## config.mk

```make
export PLATFORM = sky130hd
export DESIGN_NAME = spi_slave_flat
export DESIGN_NICKNAME = d
export VERILOG_FILES = /design/src/rtl/spi_pkg.sv /design/src/rtl/spi_slave_if.sv /design/src/rtl/spi_sync_edge.sv /design/src/rtl/spi_slave.sv /design/src/flat_wrapper.sv
export SDC_FILE = /design/constraint.sdc
export NUM_CORES = 1
export LEC_CHECK = 0
export ABC_CLOCK_PERIOD_IN_PS = 2150
export CORE_ASPECT_RATIO = 0.7
export CORE_UTILIZATION = 52
export CTS_BUF_LIST = sky130_fd_sc_hd__clkbuf_16
export CTS_CLUSTER_SIZE = 14
export DETAILED_ROUTE_END_ITERATION = 10
export PLACE_DENSITY_LB_ADDON = 0.25
export SYNTH_ARGS = -nofsm -noshare
export SYNTH_HDL_FRONTEND = slang
export SYNTH_HIERARCHICAL = 1
export SYNTH_SLANG_ARGS = --single-unit
```

## constraint.sdc

```tcl
create_clock -name clk -period 2.15 [get_ports clk]
set_input_delay 0.645 -clock clk [delete_from_list [all_inputs] [get_ports clk]]
set_output_delay 0.645 -clock clk [all_outputs]
set_load 0.02 [all_outputs]
```

## src/rtl/spi_pkg.sv

```systemverilog
// Shared types and constants for the SPI target block.
package spi_pkg;

  typedef enum logic [1:0] {
    IDLE,
    ACTIVE,
    DONE
  } state_t;

  localparam int unsigned DATA_W_DEF = 8;

  // Word shifted out when the master clocks a word with no TX data loaded.
  localparam logic [DATA_W_DEF-1:0] UNDERRUN_FILL = 8'h00;

endpackage

```

## src/rtl/spi_slave_if.sv

```systemverilog
// SPI pins plus local byte valid/ready interface of the SPI target.
// cpol/cpha exist only when SPI_SLAVE_MODE_SEL_EN is defined.
interface spi_slave_if
  import spi_pkg::*;
#(
  parameter int unsigned DATA_W = DATA_W_DEF
);

  logic              sck;
  logic              ss;
  logic              mosi;
  logic              miso;
  logic              miso_oe;
`ifdef SPI_SLAVE_MODE_SEL_EN
  logic              cpol;
  logic              cpha;
`endif
  logic [DATA_W-1:0] tx_data;
  logic              tx_valid;
  logic              tx_ready;
  logic [DATA_W-1:0] rx_data;
  logic              rx_valid;
  logic              rx_ready;
  logic              busy;
  logic              overrun;

  modport slave (
`ifdef SPI_SLAVE_MODE_SEL_EN
    input  cpol, cpha,
`endif
    input  sck, ss, mosi, tx_data, tx_valid, rx_ready,
    output miso, miso_oe, tx_ready, rx_data, rx_valid, busy, overrun
  );

  modport master (
`ifdef SPI_SLAVE_MODE_SEL_EN
    output cpol, cpha,
`endif
    output sck, ss, mosi, tx_data, tx_valid, rx_ready,
    input  miso, miso_oe, tx_ready, rx_data, rx_valid, busy, overrun
  );

endinterface

```

## src/rtl/spi_sync_edge.sv

```systemverilog
// Multi-flop synchroniser for one async pin with rise/fall pulses decoded
// from the last two synchronised samples.
module spi_sync_edge #(
  parameter int unsigned SYNC_STAGES = 2,
  parameter logic        RST_VAL     = 1'b0
) (
  input  logic clk,
  input  logic rst,
  input  logic din,
  output logic rise,
  output logic fall
);

  // chain[SYNC_STAGES-1] is the synchronised level, chain[SYNC_STAGES] its previous sample.
  logic [SYNC_STAGES:0] chain;

  always_ff @(posedge clk or negedge rst) begin
    if (!rst) chain <= {(SYNC_STAGES + 1){RST_VAL}};
    else      chain <= {chain[SYNC_STAGES-1:0], din};
  end

  always_comb begin
    rise = chain[SYNC_STAGES-1] & ~chain[SYNC_STAGES];
    fall = ~chain[SYNC_STAGES-1] & chain[SYNC_STAGES];
  end

endmodule

```

## src/rtl/spi_slave.sv

```systemverilog
// SPI target: oversampled sck/ss/mosi, MSB-first shift, TX holding register,
// RX valid/ready with sticky overrun. SPI_SLAVE_MODE_SEL_EN adds cpol/cpha.
module spi_slave
  import spi_pkg::*;
#(
  parameter int unsigned DATA_W      = DATA_W_DEF,
  parameter int unsigned SYNC_STAGES = 2
) (
  input logic        clk,
  input logic        rst,
  spi_slave_if.slave bus
);

  localparam int unsigned CNT_W = $clog2(DATA_W + 1);

  state_t              state, state_nxt;
  logic                sck_rise, sck_fall, ss_rise, ss_fall;
  logic [SYNC_STAGES-1:0] mosi_sync;
  logic                mosi_s;
  logic                sample_edge, shift_edge, drive_on_select;
  logic [DATA_W-1:0]   shift_q, hold_q, rx_data_q, reload;
  logic                hold_full, rx_valid_q, overrun_q, miso_q;
  logic [CNT_W-1:0]    bit_cnt;

  spi_sync_edge #(.SYNC_STAGES(SYNC_STAGES), .RST_VAL(1'b0)) u_sck_sync (
    .clk  (clk),
    .rst  (rst),
    .din  (bus.sck),
    .rise (sck_rise),
    .fall (sck_fall)
  );

  spi_sync_edge #(.SYNC_STAGES(SYNC_STAGES), .RST_VAL(1'b1)) u_ss_sync (
    .clk  (clk),
    .rst  (rst),
    .din  (bus.ss),
    .rise (ss_rise),
    .fall (ss_fall)
  );

  // Same depth as the sck path so the sampled bit lines up with the sck edge pulse.
  always_ff @(posedge clk or negedge rst) begin
    if (!rst) mosi_sync <= '0;
    else      mosi_sync <= {mosi_sync[SYNC_STAGES-2:0], bus.mosi};
  end
  assign mosi_s = mosi_sync[SYNC_STAGES-1];

`ifdef SPI_SLAVE_MODE_SEL_EN
  logic cpol_q, cpha_q, lead_edge, trail_edge;

  always_ff @(posedge clk or negedge rst) begin
    if (!rst) begin
      cpol_q <= 1'b0;
      cpha_q <= 1'b0;
    end else if (state == IDLE) begin
      cpol_q <= bus.cpol;
      cpha_q <= bus.cpha;
    end
  end

  always_comb begin
    lead_edge       = cpol_q ? sck_fall : sck_rise;
    trail_edge      = cpol_q ? sck_rise : sck_fall;
    sample_edge     = cpha_q ? trail_edge : lead_edge;
    shift_edge      = cpha_q ? lead_edge : trail_edge;
    drive_on_select = ~bus.cpha;
  end
`else
  always_comb begin
    sample_edge     = sck_rise;
    shift_edge      = sck_fall;
    drive_on_select = 1'b1;
  end
`endif

  assign reload = hold_full ? hold_q : DATA_W'(UNDERRUN_FILL);

  always_ff @(posedge clk or negedge rst) begin
    if (!rst) state <= IDLE;
    else      state <= state_nxt;
  end

  always_comb begin
    state_nxt = state;
    unique case (state)
      IDLE:    if (ss_fall) state_nxt = ACTIVE;
      ACTIVE:  if (sample_edge && bit_cnt == CNT_W'(DATA_W - 1)) state_nxt = DONE;
      DONE:    state_nxt = ACTIVE;
      default: state_nxt = IDLE;
    endcase
    if (ss_rise) state_nxt = IDLE;
  end

  always_ff @(posedge clk or negedge rst) begin
    if (!rst) begin
      shift_q    <= '0;
      hold_q     <= '0;
      hold_full  <= 1'b0;
      rx_data_q  <= '0;
      rx_valid_q <= 1'b0;
      overrun_q  <= 1'b0;
      miso_q     <= 1'b0;
      bit_cnt    <= '0;
    end else begin
      if (bus.tx_valid && !hold_full) begin
        hold_q    <= bus.tx_data;
        hold_full <= 1'b1;
      end
      if (rx_valid_q && bus.rx_ready) rx_valid_q <= 1'b0;

      if (ss_rise) begin
        bit_cnt <= '0;
        miso_q  <= 1'b0;
      end else begin
        unique case (state)
          IDLE: begin
            if (ss_fall) begin
              shift_q <= reload;
              if (hold_full) hold_full <= 1'b0;
              bit_cnt <= '0;
              miso_q  <= drive_on_select & reload[DATA_W-1];
            end
          end
          ACTIVE: begin
            if (sample_edge) begin
              shift_q <= {shift_q[DATA_W-2:0], mosi_s};
              bit_cnt <= bit_cnt + 1'b1;
            end else if (shift_edge) begin
              miso_q <= shift_q[DATA_W-1];
            end
          end
          DONE: begin
            // A pending word not accepted this clk wins; a same-clk accept frees the slot.
            if (rx_valid_q && !bus.rx_ready) begin
              overrun_q <= 1'b1;
            end else begin
              rx_data_q  <= shift_q;
              rx_valid_q <= 1'b1;
            end
            shift_q <= reload;
            if (hold_full) hold_full <= 1'b0;
            bit_cnt <= '0;
          end
          default: ;
        endcase
      end
    end
  end

  assign bus.miso     = miso_q;
  assign bus.busy     = (state != IDLE);
  assign bus.miso_oe  = (state != IDLE);
  assign bus.tx_ready = ~hold_full;
  assign bus.rx_data  = rx_data_q;
  assign bus.rx_valid = rx_valid_q;
  assign bus.overrun  = overrun_q;

endmodule

```

## src/flat_wrapper.sv

```systemverilog
// flat-port wrapper written by rule: the top's interface ports become plain ports
module spi_slave_flat import spi_pkg::*;
#(
  parameter int unsigned DATA_W      = DATA_W_DEF,
  parameter int unsigned SYNC_STAGES = 2
)
  (clk, rst, bus_sck, bus_ss, bus_mosi, bus_tx_data, bus_tx_valid, bus_rx_ready, bus_miso, bus_miso_oe, bus_tx_ready, bus_rx_data, bus_rx_valid, bus_busy, bus_overrun);
  spi_slave_if #(.DATA_W(DATA_W)) bus_i ();
  input logic clk;
  input logic rst;
  input wire logic [$bits(bus_i.sck)-1:0] bus_sck;
  input wire logic [$bits(bus_i.ss)-1:0] bus_ss;
  input wire logic [$bits(bus_i.mosi)-1:0] bus_mosi;
  input wire logic [$bits(bus_i.tx_data)-1:0] bus_tx_data;
  input wire logic [$bits(bus_i.tx_valid)-1:0] bus_tx_valid;
  input wire logic [$bits(bus_i.rx_ready)-1:0] bus_rx_ready;
  output wire logic [$bits(bus_i.miso)-1:0] bus_miso;
  output wire logic [$bits(bus_i.miso_oe)-1:0] bus_miso_oe;
  output wire logic [$bits(bus_i.tx_ready)-1:0] bus_tx_ready;
  output wire logic [$bits(bus_i.rx_data)-1:0] bus_rx_data;
  output wire logic [$bits(bus_i.rx_valid)-1:0] bus_rx_valid;
  output wire logic [$bits(bus_i.busy)-1:0] bus_busy;
  output wire logic [$bits(bus_i.overrun)-1:0] bus_overrun;
  assign bus_i.sck = bus_sck;
  assign bus_i.ss = bus_ss;
  assign bus_i.mosi = bus_mosi;
  assign bus_i.tx_data = bus_tx_data;
  assign bus_i.tx_valid = bus_tx_valid;
  assign bus_i.rx_ready = bus_rx_ready;
  assign bus_miso = bus_i.miso;
  assign bus_miso_oe = bus_i.miso_oe;
  assign bus_tx_ready = bus_i.tx_ready;
  assign bus_rx_data = bus_i.rx_data;
  assign bus_rx_valid = bus_i.rx_valid;
  assign bus_busy = bus_i.busy;
  assign bus_overrun = bus_i.overrun;
  spi_slave #(.DATA_W(DATA_W), .SYNC_STAGES(SYNC_STAGES)) u_core (.clk(clk), .rst(rst), .bus(bus_i));
endmodule
```

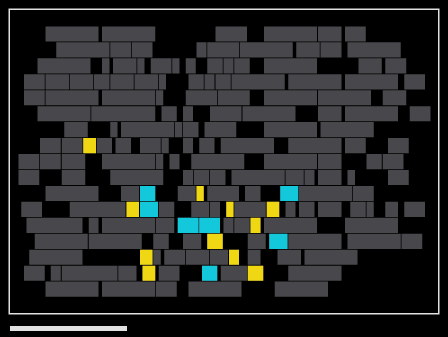
(logic cells by family)
The bar under the picture is 20 um long.
family	color	cells
NOR gates	yellow	11
AND-OR and OR-AND gates	cyan	7
most numerous logic cell after layout: dfrtp_1
final cell count without fillers: 224
Comb/total area: 0.309

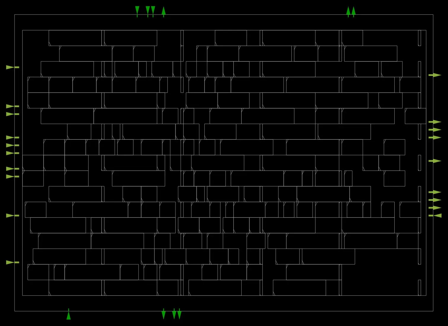
(cell outlines without signal wires)
num tapcells: 47
flop count: 42
Seq area share: 0.447

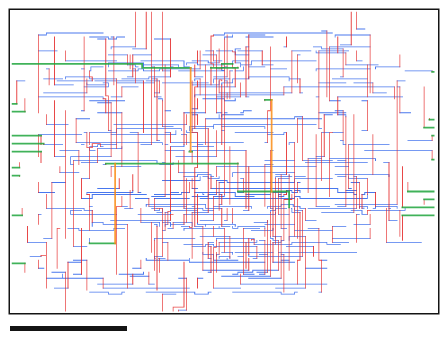
(signal wires by layer)
The bar under the picture is 20 um long.
layer	color	wire length
met2	red	1390 um
met4	orange	43.5 um
met1	blue	1650 um
met3	green	121 um
via count: 1179
final wirelength: 3200 um
post-DR wirelength/cell: 14.3 um
Total GRT Usage: 0.202

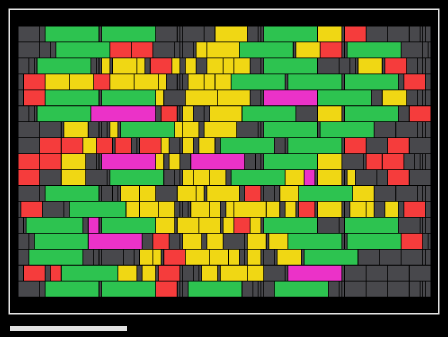
(placement by cell class)
The bar under the picture is 20 um long. Fill, decap, tap and diode cells in gray.
class	color	cells	share of their area
flip-flops	green	42	46%
all other logic	yellow	90	32%
clock drivers and dummy loads	magenta	8	7.2%
other buffers and delay cells	red	37	15%

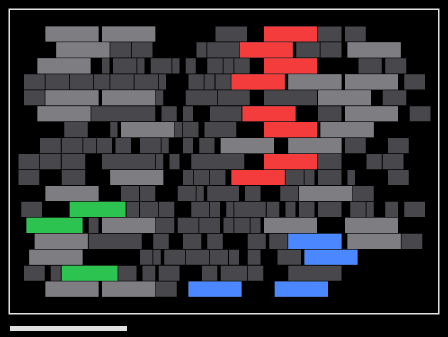
(sequential cells grouped by signal name)
The bar under the picture is 20 um long. Other sequential cells in the stronger gray, the rest of the logic in the fainter gray.
signal	color	flops
u_core/u_ss_sync/chain	green	3
u_core/bit_cnt	blue	4
u_core/shift_q	red	8
not colored	27
P_seq: 1.09 mW
post-layout util: 0.725
Register Area: 1050 sq um

==> flow_metrics.py <==
# Physical implementation metrics
metrics = {
    "setup_path": {
        "max_stage_delay_ps": 540,
        "cp-endpoint": "bus_miso_oe",
        "critical_path_depth": 3,
        "r2r-end": "u_core/shift_q[3]$_DFFE_PN0P_",
        "cp_data_required_time_ps": 1500,
        "critPathTopFamily": "buffers and inverters",
        "path_cells": "nor2_2 -> inv_1 -> clkdlybuf4s50_1",
        "cp-startpoint": "u_core/state[1]$_DFFE_PN0P_",
        "cp.buffers_inverters": 2,
        "arrival_ps": 1460,
        "critPathSlowestCell": "clkdlybuf4s50_1",
        "cp-start-kind": "register",
        "cp_max_fo": 3,
        "end_kind": "output port",
        "ff2ff_setup_slack_ps": 330,
        "r2r_start": "u_core/u_ss_sync/chain[1]$_DFF_PN1_",
    },
    "timing": {
        "timing.fmax_ghz": 0.476,
        "grt_setup_unrepaired": "no",
        "finalClockPeriodUsage": 0.977,
        "setup_tns_ps": 0,
        "setup_viol": 0,
        "worst_slew_pin_slew_ps": 596,
        "period_minus_slack_ps": 2100,
    },
    "clocking": {
        "h-tree-depth": 2,
        "cts_buffers": 5,
        "clk_latency_ps": 280,
        "ctsLongestPathBuffers": 2,
        "cts.sinks": 42,
        "cts_resized": 1,
        "cts_tree": "done",
        "cts.reportedPaths.clkPinSlew_ps": 60,
        "post_cts.repair.setup_buffers": 0,
        "hold_buffers": 0,
    },
    "power": {
        "power-top-group": "sequential cells",
        "p_switching_mw": 0.648,
        "p_total_mw": 2.50,
        "powerClk_mw": 0.820,
        "pg_comb_mw": 0.591,
        "combPwrFrac": 0.237,
        "switching_share": 0.260,
        "leakage_nw": 1.08,
        "power_density_nw_per_um2": 1060,
        "p_clk_frac": 0.328,
    },
    "grt": {
        "grt_max_degree": 29,
        "met2_usage": 0.312,
        "use_met1": 0.270,
        "grt_first_pass_wirelength_um": 5490,
        "met3_usage": 0.0523,
        "grt_overflow_total": 0,
        "top_usage_layer": "met2",
        "antenna_found_initial": 0,
    },
    "finish": {
        "drive_above_1_share": 0.294,
        "syn_to_final_growth_pct": 28.6,
        "lay_top_cells": "39 x dfrtp_1, 27 x clkdlybuf4s50_1, 17 x mux2_2",
        "nets": 192,
        "fillers": 210,
    },
    "logic_synthesis": {
        "ys.warnings.count": 6,
        "yosysSeqAreaShare": 0.575,
        "async_flop_share": 1.00,
        "synth-main-ff-cell": "dfrtp_1",
        "synth_cells": 140,
        "ys_types": 35,
        "edf_count": 0,
        "avgSynthCellArea_sq_um": 13.1,
        "ys_area_sq_um": 1830,
        "syn_area_sq_um": 1830,
        "ys_cells": 140,
    },
    "flow_run": {
        "openroad.warnings": 26,
        "maxCapViolCount": 0,
    },
    "drt": {
        "drt_drc_violations_left": 0,
        "top_layer_used": "met4",
        "wl_met2_um": 1390,
        "via_per_inst": 5.26,
        "first_pass_iters": 4,
        "met3_length_um": 120,
        "drt-met1-wl_um": 1650,
        "drtIter0Drc": 111,
        "ant_nets": 0,
    },
    "die": {
        "dieWidth_um": 73.0,
        "num_io_pins": 29,
        "num_rows": 17,
        "initial_core_util": 0.564,
        "dieArea_sq_um": 3770,
        "die_h_um": 51.7,
        "coreArea_sq_um": 3250,
    },
    "placement": {
        "gp_congestion": 0.735,
        "port_buffers": 28,
        "dpl.hpwl_um": 2400,
    },
    "hold_path": {
        "min_path_type": "register to register",
    },
    "run_status": {
        "run_status": "completed",
    },
}
[stage by stage]
| step | util | worst slack [ps] | hold WS, ps | instance area (sq um) | instances |
|---|---|---|---|---|---|
| after floorplan | - | 471 | 331 | 1830 | 140 |
| after global placement | 0.673 | 278 | 335 | 2190 | 216 |
| after detailed placement | 0.673 | 223 | 342 | 2190 | 216 |
| after CTS | 0.725 | 48.4 | 356 | 2360 | 224 |
| after global routing | 0.725 | 18.2 | 364 | 2360 | 224 |
| final | 0.725 | 48.7 | 354 | 2360 | 224 |
[worst min path at each step]
| stage | start | endpoint | slack (ps) | depth (start not counted) |
|---|---|---|---|---|
| finish | u_core/mosi_sync[0]$_DFF_PN0_ | u_core/mosi_sync[1]$_DFF_PN0_ | 350 | 0 |
| global route | u_core/u_sck_sync/chain[0]$_DFF_PN0_ | u_core/u_sck_sync/chain[1]$_DFF_PN0_ | 360 | 0 |
| CTS | u_core/mosi_sync[0]$_DFF_PN0_ | u_core/mosi_sync[1]$_DFF_PN0_ | 360 | 0 |
| detailed placement | u_core/mosi_sync[0]$_DFF_PN0_ | u_core/mosi_sync[1]$_DFF_PN0_ | 340 | 0 |
| global placement | u_core/u_sck_sync/chain[0]$_DFF_PN0_ | u_core/u_sck_sync/chain[1]$_DFF_PN0_ | 330 | 0 |
| floorplan | u_core/mosi_sync[0]$_DFF_PN0_ | u_core/mosi_sync[1]$_DFF_PN0_ | 330 | 0 |
[Yosys cell counts, types with 2 or more instances]
library cell	n	area [sq um]
nor3b_1	2	15.0
dfrtp_1	39	976
a22o_1	3	26.3
mux2_4	8	120
nor2b_1	4	25.0
mux2_2	17	191
o21ai_0	9	45.0
inv_1	2	7.51
nand3b_1	8	60.1
clkbuf_1	3	11.3
nand2_1	10	37.5
and2b_2	3	26.3
a21o_1	2	15.0
nand2b_1	2	12.5
nor3_1	2	10.0
buf_2	3	15.0
dfstp_2	3	78.8
nor2_1	3	11.3
[worst reg2reg max path, cell delays in order, from the launching register on]
cell	delay [ps]
dfstp_2	540
and2b_2	240
o21ba_2	220
o21ba_1	350
mux2_4	360
[state kept, by name, indices dropped and copies added, names as in the netlist]
register                 flops
u_core/bit_cnt               4
u_core/bus.overrun           1
u_core/bus.miso              1
u_core/shift_q               8
u_core/u_sck_sync/chain      3
u_core/u_ss_sync/chain       3
u_core/state                 2
u_core/mosi_sync             2
u_core/hold_full             1
u_core/bus.rx_data           8
u_core/bus.rx_valid          1
u_core/hold_q                8
[cell type report]
class,count,area [sq um],area share
sequential,42,1050,0.447
multi-input combinational,88,729,0.309
timing repair buffer,37,343,0.145
clock buffer,5,125,0.0531
tap,47,58.8,0.0249
clock inverter,3,40.0,0.0170
inverter,2,7.51,0.00318
[logic make-up (layout without fill, tap and decap cells)]
group	count (synthesis)	in the layout	share of synthesized area
AND-OR/OR-AND	22	22	0.0832
XOR/XNOR	1	1	0.00478
adder cells (fa/ha/maj)	1	1	0.00682
buffers and inverters	10	47	0.0286
flip-flops	42	42	0.575
multiplexers	25	25	0.170
AND/OR/NAND/NOR	39	39	0.132
Power and IR drop assume default switching activity.
